run_1/class_map.png
Fill, decap, tap and diode cells in gray.
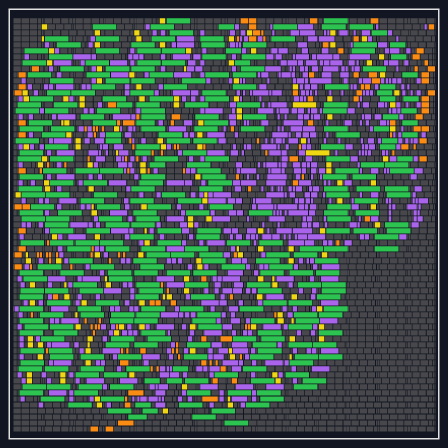
run_1/m3.png
Scale bar: 50 um.
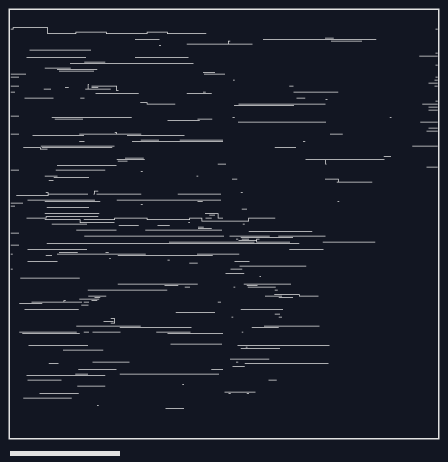
run_1/port_trees.png
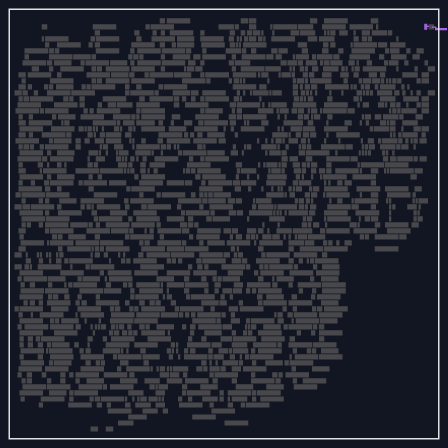
==> config.mk <==
export PLATFORM = sky130hd
export DESIGN_NAME = mavg_filter
export DESIGN_NICKNAME = d
export VERILOG_FILES = /design/src/rtl/mavg_pkg.sv /design/src/rtl/mavg_ring.sv /design/src/rtl/mavg_filter.sv
export SDC_FILE = /design/constraint.sdc
export NUM_CORES = 1
export LEC_CHECK = 0
export CAP_MARGIN = 20
export CELL_PAD_IN_SITES_DETAIL_PLACEMENT = 0
export CELL_PAD_IN_SITES_GLOBAL_PLACEMENT = 1
export CORE_UTILIZATION = 45
export CTS_BUF_LIST = sky130_fd_sc_hd__clkbuf_4
export DETAILED_ROUTE_END_ITERATION = 12
export GPL_ROUTABILITY_DRIVEN = 0
export GPL_TIMING_DRIVEN = 0
export PLACE_DENSITY = 0.75
export RECOVER_POWER = 100
export SKIP_CTS_REPAIR_TIMING = 1
export SLEW_MARGIN = 15
export SYNTH_ARGS = -nofsm -noshare
export SYNTH_HDL_FRONTEND = slang
export SYNTH_SLANG_ARGS = --single-unit
==> constraint.sdc <==
create_clock -name clk -period 4.8 [get_ports clk]
set_input_delay 0.72 -clock clk [delete_from_list [all_inputs] [get_ports clk]]
set_output_delay 0.72 -clock clk [all_outputs]
set_load 0.01 [all_outputs]
==> impl_summary.log, run 1 <==
[flow] final metrics
INFO  metric number_of_global_route_vias_before_repair = 10510
INFO  metric setup.worst_path.class = reg2reg
INFO  metric cpMaxStageDelayCell = fa_1
INFO  metric yosysWarnings = 0
INFO  metric grt_util_met2 = between 30% and 40%
INFO  metric postPlaceCellArea = roughly 18000 sq um
INFO  metric vdd.ir_drop.worst = ~0.00026 V
INFO  metric power.share.combinational = about 25%
INFO  metric grt_pass1_wl = 64.94 mm
INFO  metric signal_buffer_area_fraction = 5.456%
INFO  metric yosys-stat-cells = roughly 1200
INFO  metric power_combinational = between 0.002 and 0.0025 W
INFO  metric taps = between 400 and 500
INFO  metric layout-area-overhead-vs-synth = 16.90%
INFO  metric ant_nets = 0
INFO  metric finalHoldViolCount = 0
INFO  metric critPathMaxFanout = 5
INFO  metric cellLeakagePower = 7.998 nW
INFO  metric fp.dieH = around 190 um
INFO  metric internal_power = roughly 0.0056 W
INFO  metric synth-async-reset-ratio = 0%
INFO  metric power.largest_group = sequential cells
INFO  metric layout.cells.largest_class = sequential cells
INFO  metric worst_slew_pin_slew = between 1000 and 1500 ps
INFO  metric post_drt_wl_per_cell = between 20 and 25 um
INFO  metric clk_pin_slew_worst_paths = around 60 ps
INFO  metric critPathRequiredTime = approximately 5500 ps
INFO  metric fmaxAchievable = just over 0.2 GHz
INFO  metric max_ffs_per_register = 256
INFO  metric synth-area-yosys = approximately 17000 sq um
INFO  metric p_sw = between 0.002 and 0.0025 W
INFO  metric crit_arrival = 5590 ps
INFO  metric multi_in_gates = roughly 740
INFO  metric grt-ovfl-total = 0
INFO  metric violated_checks = setup timing
INFO  metric clockNetworkPower = roughly 0.0026 W
INFO  metric outcome = complete, but fails checks
INFO  metric rsz0062_at_grt = true
INFO  metric cts.sink_count = 335
INFO  metric report.power.total = 0.008112 W
INFO  metric synth.cells.most_frequent = edfxtp_1, and3_1, and2_1
INFO  metric seqPwrFrac = roughly 42%
INFO  metric setup.reg_to_reg.worst_slack = -130 ps
INFO  metric dr.pass1.iters = 5
INFO  metric number_of_cts_inserted_buffers = 88
INFO  metric grt_antenna_before_repair = 3
INFO  metric largest_net_degree_at_the_start_of_global_routing = 25
INFO  metric buffers = roughly 160
INFO  metric cp_num_buf_inv = 3
INFO  metric nets = between 1000 and 1500
INFO  metric seq_area_frac_synth = a little under 60%
INFO  metric openroad.warnings = 37
INFO  metric final_cells = 1916
INFO  metric die.size.x = 193.9 um
INFO  metric layout_top_cell = edfxtp_1
INFO  metric clock_insertion_delay_worst_skew = about 800 ps
INFO  metric non_clock_inverter_count = slightly below 60
INFO  metric hp-class = reg2reg
INFO  metric synthesis.area_per_instance = 13.42 sq um
INFO  metric remaining_drc_errors = 0
INFO  metric fp.dieArea = about 38000 sq um
INFO  metric fin_skew = about 67 ps
INFO  metric diodes = 2
INFO  metric synth_area_leader_cell = edfxtp_1
INFO  metric fin_worst_hold_slack = approximately 560 ps
INFO  metric synthTopCellsByArea = edfxtp_1, mux4_2, and3_1
INFO  metric edf_count = about 300
INFO  metric report.final.setup_viol = 15
INFO  metric grt_use_met1 = around a third
INFO  metric max_cap_viol_count = 0
INFO  metric root_buffer = clkbuf_4
INFO  metric logic_area = ~6600 sq um
INFO  metric initCoreUtil = a little under half
INFO  metric htreeDepth = 3
INFO  metric synthCells = about 1200
INFO  metric worstHoldPathCells = 3
INFO  metric final_critical_path_setup_slack = -133.5 ps
INFO  metric comb_area_share = between 30% and 40%
INFO  metric worstSetupStartpointType = flop
INFO  metric final_layout_size_suffix_gt1_share = between 20% and 30%
INFO  metric netlist.top_cell.by_instances = edfxtp_1
INFO  metric reg2regPathDepth = 19
INFO  metric dr.first_iter.drc_count = between 700 and 800
INFO  metric grt_usage = around a quarter
-- class_map.png (at the start) --
color	class	cells	share of their area
orange	remaining buffers and delay cells	158	5.6%
green	registers	335	52%
yellow	clock drivers and dummy loads	161	6.3%
purple	remaining logic cells	799	36%
finished layout cell area: 19380 sq um
Core ar.: 35910 sq um
sequential cell area share: 50.35%
standard-cell row count: 69

-- m3.png (at the start) --
main direction	horizontal
nets with wire on the layer	139
via count: 10620
total detailed-routing wirelength: 43.95 mm

-- port_trees.png (at the start) --
color	port	bits	direction	edge	end cells	buffers	wire
purple	`err`	1	output	east	1	1	4.30 um
number of input and output port buffers inserted: 37
boundary pin count: 40

-- run 1: per-layer routing --
metal / vias up / share of wire (%)
met5: - / 0.025
met4: 2 / 3.3
met3: 87 / 7.3
met2: 377 / 46
met1: 5258 / 43
li1: 4899 / -
-- run 1: per-stage QoR --
step / setup WS [ps] / utilization, %
floorplan: 5.612 / -
global placement: -1088 / 48.85
detailed placement: -1109 / 48.86
CTS: -993.6 / 52.16
global route: -273.1 / 53.95
finish: -133.5 / 53.95
-- run 1: logic make-up after synthesis --
group | share of synthesized area [%]
and+or+nand+nor | 14.84
DFF | 58.82
buffers and inverters | 3.752
AOI/OAI and AO/OA | 5.103
muxes | 11.22
adders and majority gates | 4.937
xor gates and xnor gates | 1.313
other | 0.02262
==> inputs of run 2 (changes only) <==
Settings changed: CTS_CLUSTER_DIAMETER from default to 60.
==> run 2 against run 1 <==
- area after synthesis is the same
- cell count unchanged
- sequential share of layout area did not move
- non-clock buffer count stayed put
- die area is the same
- highest routed layer unchanged
- synthesized cell count did not move
- clock power about the same
- critical path type unchanged
- register-to-register slack barely moved
- core utilization did not move
- critical path depth unchanged
- first-iteration DRC count stayed put
- global-route usage did not move
- critical endpoint unchanged
- largest power group unchanged
- largest cell class unchanged
- the run still ends with setup timing left
==> impl_summary.log, run 2 <==
[flow] final metrics
INFO  metric yosys-stat-cells = between 1000 and 1500
INFO  metric final_critical_path_setup_slack = -133.5 ps
INFO  metric number_of_global_route_vias_before_repair = roughly 11000
INFO  metric root_buffer = clkbuf_4
INFO  metric port_buffers = 37
INFO  metric top_layer = met5
INFO  metric worst_slew_pin_slew = ~1100 ps
INFO  metric top_non_seq_family = simple AND/OR/NAND/NOR gates
INFO  metric cts.sink_count = 335
INFO  metric pre_cts_ws = -1109 ps
INFO  metric initCoreUtil = 46.15%
INFO  metric detailroute.via_count = approximately 11000
INFO  metric layout-area-overhead-vs-synth = 16.90%
INFO  metric post_drt_wl_per_cell = 22.94 um
INFO  metric route.layer.met1.wl = ~19 mm
INFO  metric fmaxAchievable = about 0.2 GHz
INFO  metric postPlaceCellArea = about 18000 sq um
INFO  metric openroad.warnings = 37
INFO  metric grt_usage = about a quarter
INFO  metric route.final.wire_length = 43.95 mm
INFO  metric critPathMaxFanout = 5
INFO  metric nets = approximately 1500
INFO  metric reg2regPathDepth = 19
INFO  metric rsz0062_at_grt = true
INFO  metric synthTopCellsByArea = edfxtp_1, mux4_2, and3_1
INFO  metric worstHoldPathCells = 3
INFO  metric layout_top_cell = edfxtp_1
INFO  metric max_cap_viol_count = 0
INFO  metric number_of_cts_inserted_buffers = between 80 and 90
INFO  metric remaining_drc_errors = 0
INFO  metric dr.first_iter.drc_count = 726
INFO  metric violated_checks = setup timing
INFO  metric outcome = complete, but fails checks
INFO  metric dr.pass1.iters = 5
INFO  metric coreArea = roughly 36000 sq um
INFO  metric report.power.total = around 0.0081 W
INFO  metric crit_arrival = ~5600 ps
INFO  metric report.final.setup_viol = 15
INFO  metric edf_count = 304
INFO  metric fin_skew = 67.00 ps
[run 2: cell counts after synthesis]
Identical to the previous run, type by type.
[run 2: power by group]
part           internal (W)  leakage [nW]  total, W  switching [W]
registers           0.00338          3.41   0.00343      0.0000509
logic              0.000852          3.88   0.00205        0.00120
clock network       0.00142         0.712   0.00263        0.00121
total               0.00565          8.00   0.00811        0.00246
[run 2: layout make-up]
type | count | area, sq um
diodes | 2 | 5.005
plain buffers | 98 | 498.0
clock buffers | 139 | 1044
clock inverters | 22 | 142.6
fillers | 3110 | 16540
inverters | 59 | 221.5
multi-input cells | 740 | 6574
flip-flops and latches | 335 | 9757
well taps | 461 | 576.8
repair buffers | 60 | 559.3
[run 2: tightest hold or removal path, stage by stage, from the launching register on]
cell,delay (ps)
dfxtp_1,290
nor2b_1,130
nand2_1,50
o21ai_1,50
run_2/class_map.png
Fill, decap, tap and diode cells in gray.
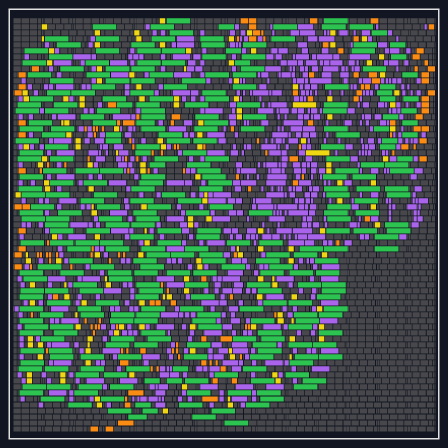
color	class	cells	share of their area
orange	remaining buffers and delay cells	158	5.6%
yellow	clock drivers and dummy loads	161	6.3%
green	registers	335	52%
purple	remaining logic cells	799	36%
utilization after layout: 53.95%

run_2/m3.png
Scale bar: 50 um.
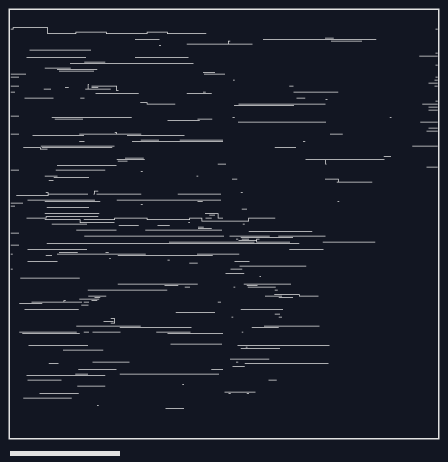
wire length on this layer	3220 um
main direction	horizontal
share of all routed wire	7.3%
grt met3 use: 4.453%

run_2/m2.png
Cells faint in the background.
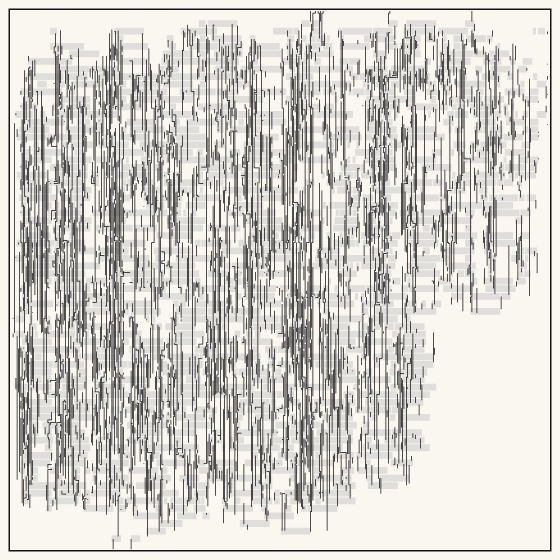
nets with wire on the layer	1210
longest straight run	85.0 um
met2 GRT Util: 36.37%

Power figures rest on the tool's default switching activity, not on a simulated workload.
